--- src/rtl/alu_pkg.sv ---
// rtl/alu_pkg.sv - opcode and FSM state definitions shared by the execute-stage ALU
package alu_pkg;

  // Operation codes produced by the ALU control decoder
  localparam logic [3:0] ALU_AND     = 4'b0000;
  localparam logic [3:0] ALU_OR      = 4'b0001;
  localparam logic [3:0] ALU_NOR     = 4'b0010;
  localparam logic [3:0] ALU_ADD     = 4'b0011;
  localparam logic [3:0] ALU_LUI     = 4'b0101;
  localparam logic [3:0] ALU_SLL     = 4'b0110;
  localparam logic [3:0] ALU_INVALID = 4'b1001;

  // Sequencer states: IDLE accepts work, SHIFT walks the SLL one bit per cycle
  typedef enum logic {
    ST_IDLE  = 1'b0,
    ST_SHIFT = 1'b1
  } alu_state_t;

endpackage

--- src/rtl/alu_comb_core.sv ---
// rtl/alu_comb_core.sv - single-cycle ALU ops and opcode legality; overflow output under ALU_OVERFLOW_EN
module alu_comb_core
  import alu_pkg::*;
#(
  parameter int DATA_WIDTH = 32
) (
  input  logic [3:0]            alu_operation,
  input  logic                  shamt_sel,
  input  logic [DATA_WIDTH-1:0] a_in,
  input  logic [DATA_WIDTH-1:0] b_in,
  output logic [DATA_WIDTH-1:0] result,
  output logic                  illegal
`ifdef ALU_OVERFLOW_EN
  ,
  output logic                  overflow
`endif
);

  logic [DATA_WIDTH-1:0] sum;

  assign sum = a_in + b_in;

  // Decode the opcode; SLL passes b through so a zero-count shift finishes in one cycle
  always_comb begin
    result  = '0;
    illegal = 1'b0;
    case (alu_operation)
      ALU_AND: result = a_in & b_in;
      ALU_OR:  result = a_in | b_in;
      ALU_NOR: result = ~(a_in | b_in);
      ALU_ADD: result = sum;
      ALU_LUI: result = {b_in[15:0], 16'h0000};
      ALU_SLL: result = b_in;
      default: illegal = 1'b1;
    endcase
    // The shamt-select bit must agree with the opcode in both directions
    if (shamt_sel != (alu_operation == ALU_SLL)) illegal = 1'b1;
    if (illegal) result = '0;
  end

`ifdef ALU_OVERFLOW_EN
  // Signed overflow: operands share a sign that the sum does not
  assign overflow = !illegal && (alu_operation == ALU_ADD) &&
                    (a_in[DATA_WIDTH-1] == b_in[DATA_WIDTH-1]) &&
                    (sum[DATA_WIDTH-1] != a_in[DATA_WIDTH-1]);
`endif

endmodule

--- src/rtl/alu_seq_exec.sv ---
// rtl/alu_seq_exec.sv - execute-stage ALU with iterative SLL and start/busy/done handshake; optional overflow via ALU_OVERFLOW_EN
module alu_seq_exec
  import alu_pkg::*;
#(
  parameter int DATA_WIDTH  = 32,
  parameter int SHAMT_WIDTH = 5
) (
  input  logic                   clk,
  input  logic                   reset,
  input  logic                   start,
  input  logic [3:0]             alu_operation,
  input  logic                   shamt_sel,
  input  logic [DATA_WIDTH-1:0]  a_in,
  input  logic [DATA_WIDTH-1:0]  b_in,
  input  logic [SHAMT_WIDTH-1:0] shamt,
  output logic [DATA_WIDTH-1:0]  result,
  output logic                   zero,
  output logic                   done,
  output logic                   busy,
  output logic                   illegal
`ifdef ALU_OVERFLOW_EN
  ,
  output logic                   overflow
`endif
);

  alu_state_t             state;
  logic [DATA_WIDTH-1:0]  acc;
  logic [SHAMT_WIDTH-1:0] cnt;
  logic [DATA_WIDTH-1:0]  acc_next;
  logic [DATA_WIDTH-1:0]  core_result;
  logic                   core_illegal;
  logic                   shift_start;
`ifdef ALU_OVERFLOW_EN
  logic                   core_overflow;
`endif

  alu_comb_core #(
    .DATA_WIDTH(DATA_WIDTH)
  ) u_core (
    .alu_operation(alu_operation),
    .shamt_sel    (shamt_sel),
    .a_in         (a_in),
    .b_in         (b_in),
    .result       (core_result),
    .illegal      (core_illegal)
`ifdef ALU_OVERFLOW_EN
    ,
    .overflow     (core_overflow)
`endif
  );

  assign acc_next = acc << 1;

  // Only a well-formed SLL with a nonzero count needs the multi-cycle path
  assign shift_start = (alu_operation == ALU_SLL) && shamt_sel && (shamt != '0);

  // Sequencer: single-cycle ops complete from IDLE, SLL iterates in SHIFT
  always_ff @(posedge clk or posedge reset) begin
    if (reset) begin
      state    <= ST_IDLE;
      result   <= '0;
      zero     <= 1'b1;
      done     <= 1'b0;
      busy     <= 1'b0;
      illegal  <= 1'b0;
      cnt      <= '0;
      acc      <= '0;
`ifdef ALU_OVERFLOW_EN
      overflow <= 1'b0;
`endif
    end else begin
      done    <= 1'b0;
      illegal <= 1'b0;
      if (state == ST_IDLE) begin
        if (start) begin
          if (shift_start) begin
            acc   <= b_in;
            cnt   <= shamt;
            busy  <= 1'b1;
            state <= ST_SHIFT;
          end else begin
            result   <= core_result;
            zero     <= (core_result == '0);
            illegal  <= core_illegal;
            done     <= 1'b1;
`ifdef ALU_OVERFLOW_EN
            overflow <= core_overflow;
`endif
          end
        end
      end else begin
        acc <= acc_next;
        cnt <= cnt - 1'b1;
        if (cnt == SHAMT_WIDTH'(1)) begin
          result   <= acc_next;
          zero     <= (acc_next == '0);
          done     <= 1'b1;
          busy     <= 1'b0;
          state    <= ST_IDLE;
`ifdef ALU_OVERFLOW_EN
          overflow <= 1'b0;
`endif
        end
      end
    end
  end

endmodule

--- config.mk ---
export PLATFORM = sky130hd
export DESIGN_NAME = alu_seq_exec
export DESIGN_NICKNAME = d
export VERILOG_FILES = /design/src/rtl/alu_pkg.sv /design/src/rtl/alu_comb_core.sv /design/src/rtl/alu_seq_exec.sv
export SDC_FILE = /design/constraint.sdc
export NUM_CORES = 1
export LEC_CHECK = 0
export ABC_AREA = 0
export CORE_MARGIN = 5
export CORE_UTILIZATION = 45
export DETAILED_ROUTE_END_ITERATION = 7
export HOLD_SLACK_MARGIN = 0.05
export PLACE_DENSITY_LB_ADDON = 0.1
export SLEW_MARGIN = 20
export SYNTH_ARGS = -nofsm -noshare
export SYNTH_HDL_FRONTEND = slang
export SYNTH_SLANG_ARGS = --single-unit
--- constraint.sdc ---
create_clock -name clk -period 2.16 [get_ports clk]
set_input_delay 0.216 -clock clk [delete_from_list [all_inputs] [get_ports clk]]
set_output_delay 0.216 -clock clk [all_outputs]
set_load 0.02 [all_outputs]
==> impl_metrics.json <==
{
  "outcome": "complete, but fails checks",
  "violations": "negative setup slack",
  "dr.pass1.iters": 8,
  "drt.antenna.violating_nets": 0,
  "r2r_end": "zero",
  "clkTransAtPathRegs_ns": 0.06,
  "tightestPinTransition_ns": 0.703,
  "warnings": 62,
  "r2r_cells": 11,
  "synth-edff-count": 0,
  "cts.sinks": 73,
  "largest_area_cell": "dfrtp_1",
  "drc": 0,
  "rsz0062_at_grt": "true",
  "setup-violations-final": 15,
  "synthCells": 968,
  "setup_ws_ns": -0.613,
  "hold_depth": 3,
  "final_layout_size_suffix_gt1_share_pct": 49.3,
  "synth_seq_share_pct": 24.9,
  "slew_violations": 0,
  "cts_made_buffers": 9,
  "worst_ep_required_time_ns": 2.42,
  "die_width_um": 138
}
==> metrics by stage <==
step                util [%]  total power (µW)  worst slack [ns]
finish                  82.7              9170            -0.613
global route            82.7              9620            -0.822
CTS                     79.9              8830            -0.615
detailed placement      68.5              6800             -1.52
global placement        68.5              6720             -1.48
floorplan                  -              4760            -0.684
==> worst max-delay path: stages <==
cell,delay (ns)
buf_8,0.10
inv_4,0.07
ha_4,0.22
a21oi_4,0.17
a21oi_4,0.10
buf_6,0.12
buf_6,0.11
buf_4,0.13
nor3_1,0.19
o31ai_1,0.21
nor4_2,0.40
o211ai_1,0.18
nand4bb_4,0.25
nor4_4,0.24
nand4_1,0.13
o31ai_2,0.19
==> timing repair <==
item                                    in CTS  in global routing
hold endpoints to repair                     0                  0
gates resized                              512                119
buffers inserted                            50                 20
endpoints found under the setup margin      32                 23
pin swaps                                  123                 90
hold buffers                                 0                  0
==> synth_stat cells, drive strengths merged (16+ instances only) <==
cell type  instances
clkbuf            52
o21ai             40
a31oi             33
nor2              85
a21oi             89
o31ai             16
inv               74
mux2i             23
nand2            122
a21o              20
nand3             22
ha                67
dfrtp             72
==> area by class of cell <==
cell class                      instances  area [µm²]  area share [%]
Multi-Input combinational cell        753        6420            48.7
Clock inverter                          7        77.6           0.588
Clock buffer                            9         225            1.71
Timing Repair Buffer                  457        4030            30.6
Tap cell                              216         270            2.05
Inverter                               76         329            2.50
Sequential cell                        73        1830            13.9
==> report_power, final <==
group	switching, µW	internal, µW	leakage (µW)
Combinational	2840	2410	0.00485
Sequential	437	1960	0.000870
Clock	624	904	0.000146
Total	3900	5270	0.00586
==> flip-flops by register name, indices dropped and copies added (netlist names) <==
register	cells
acc	31
busy	1
cnt	5
done	1
illegal	1
result	32
state	1
zero	1
==> worst max-delay path by stage <==
| stage | startpoint | cells past startpoint | to |
|---|---|---|---|
| 2_1_floorplan | alu_operation[2] | 17 | zero |
| 3_3_place_gp | b_in[7] | 15 | zero |
| 3_5_place_dp | b_in[7] | 15 | zero |
| 4_1_cts | b_in[0] | 14 | zero |
| 5_1_grt | b_in[2] | 16 | zero |
| 6_report | b_in[2] | 16 | zero |
==> cell families after synthesis <==
kind of cell	share of synthesized area, %
adder cells (fa/ha/maj)	11.7
flip-flops	24.9
XOR/XNOR	1.67
AND-OR/OR-AND	29.9
AND/OR/NAND/NOR	20.3
multiplexers	3.60
buffers and inverters	7.87
==> routing by layer <==
metal	GRT usage, %	vias up	part of all wire (%)
met3	6.21	199	9.4
met5	0	-	0
met1	47.2	4657	39
met2	59.5	616	45
li1	-	4335	-
met4	18.2	0	6.9
Figure 1. Metal layers overlaid.
Scale: 3 px per µm.
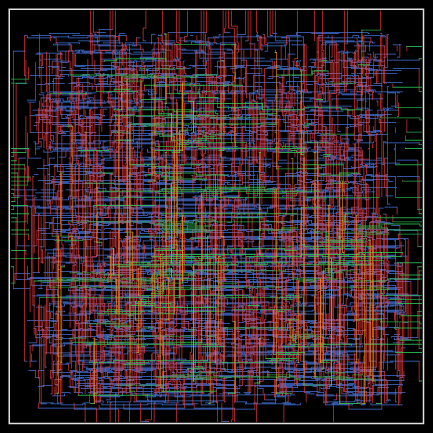
color	layer	wire length
green	metal 3	3,440 µm
red	metal 2	16,400 µm
blue	metal 1	14,300 µm
orange	metal 4	2,530 µm
Wirelength per Cell: 23.0 µm
GRT Util Overall: 36.7%
Post-Route WL: 36,700 µm
Via Count: 9,807

Figure 2. Routing congestion map.
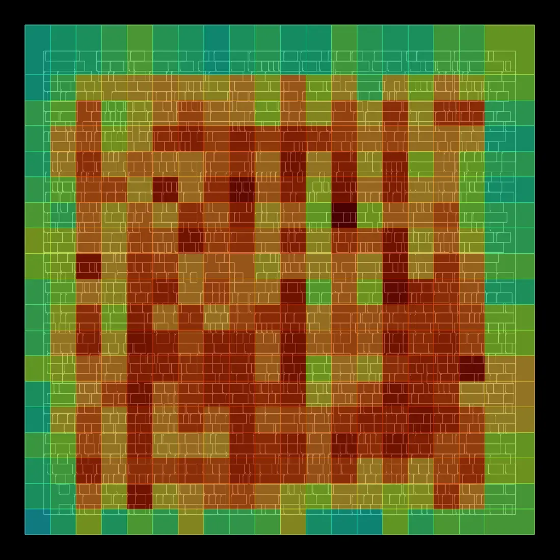
final core occ: 82.7%
grt met1 use: 47.2%
M3 GR Usage: 6.21%

Figure 3. Clock network drawn from the DEF.
Scale: 3 px per µm.
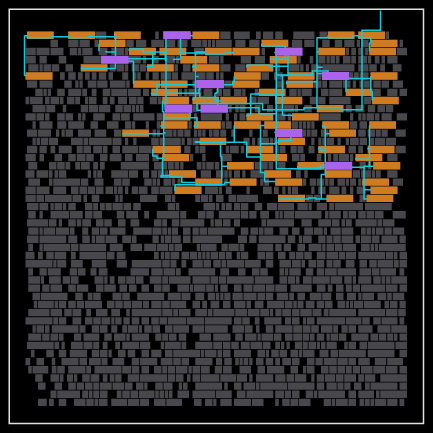
[purple] clock drivers | count: 9
[orange] flip-flops | count: 73
[cyan] clock wires | length: 956 µm
routed clock nets	10

Figure 4. Cell classes on the final placement.
Scale: 3 px per µm. Fill, decap, tap and diode cells in gray.
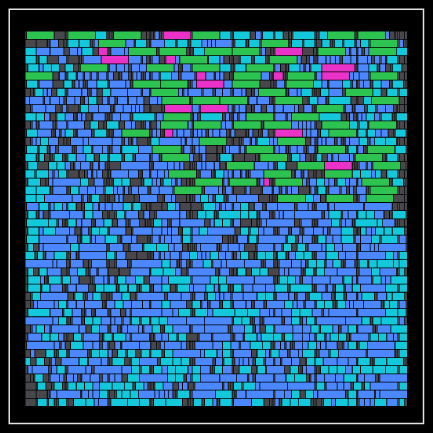
color	class	cells
blue	combinational and other logic	829
green	flops	73
cyan	other buffers and delay cells	457
magenta	clock drivers and dummy loads	16
Core ar.: 15,900 µm²
final instance area: 13,200 µm²
Rows: 46
fraction of area in registers: 13.9%

Figure 5. Supply network.
Scale: 3 px per µm. Pins as bars on the die edge. Tap cells in gray.
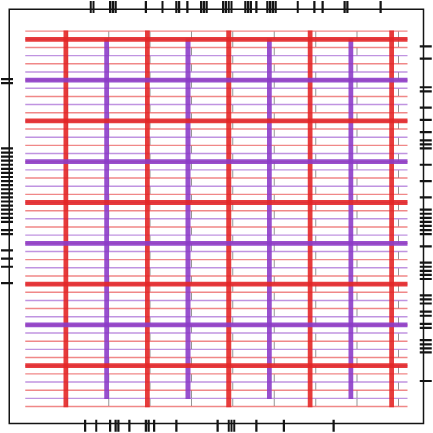
color	net
purple	VDD
red	VSS
tap cells	216
rows	46

Power figures rest on the tool's default switching activity, not on a simulated workload.
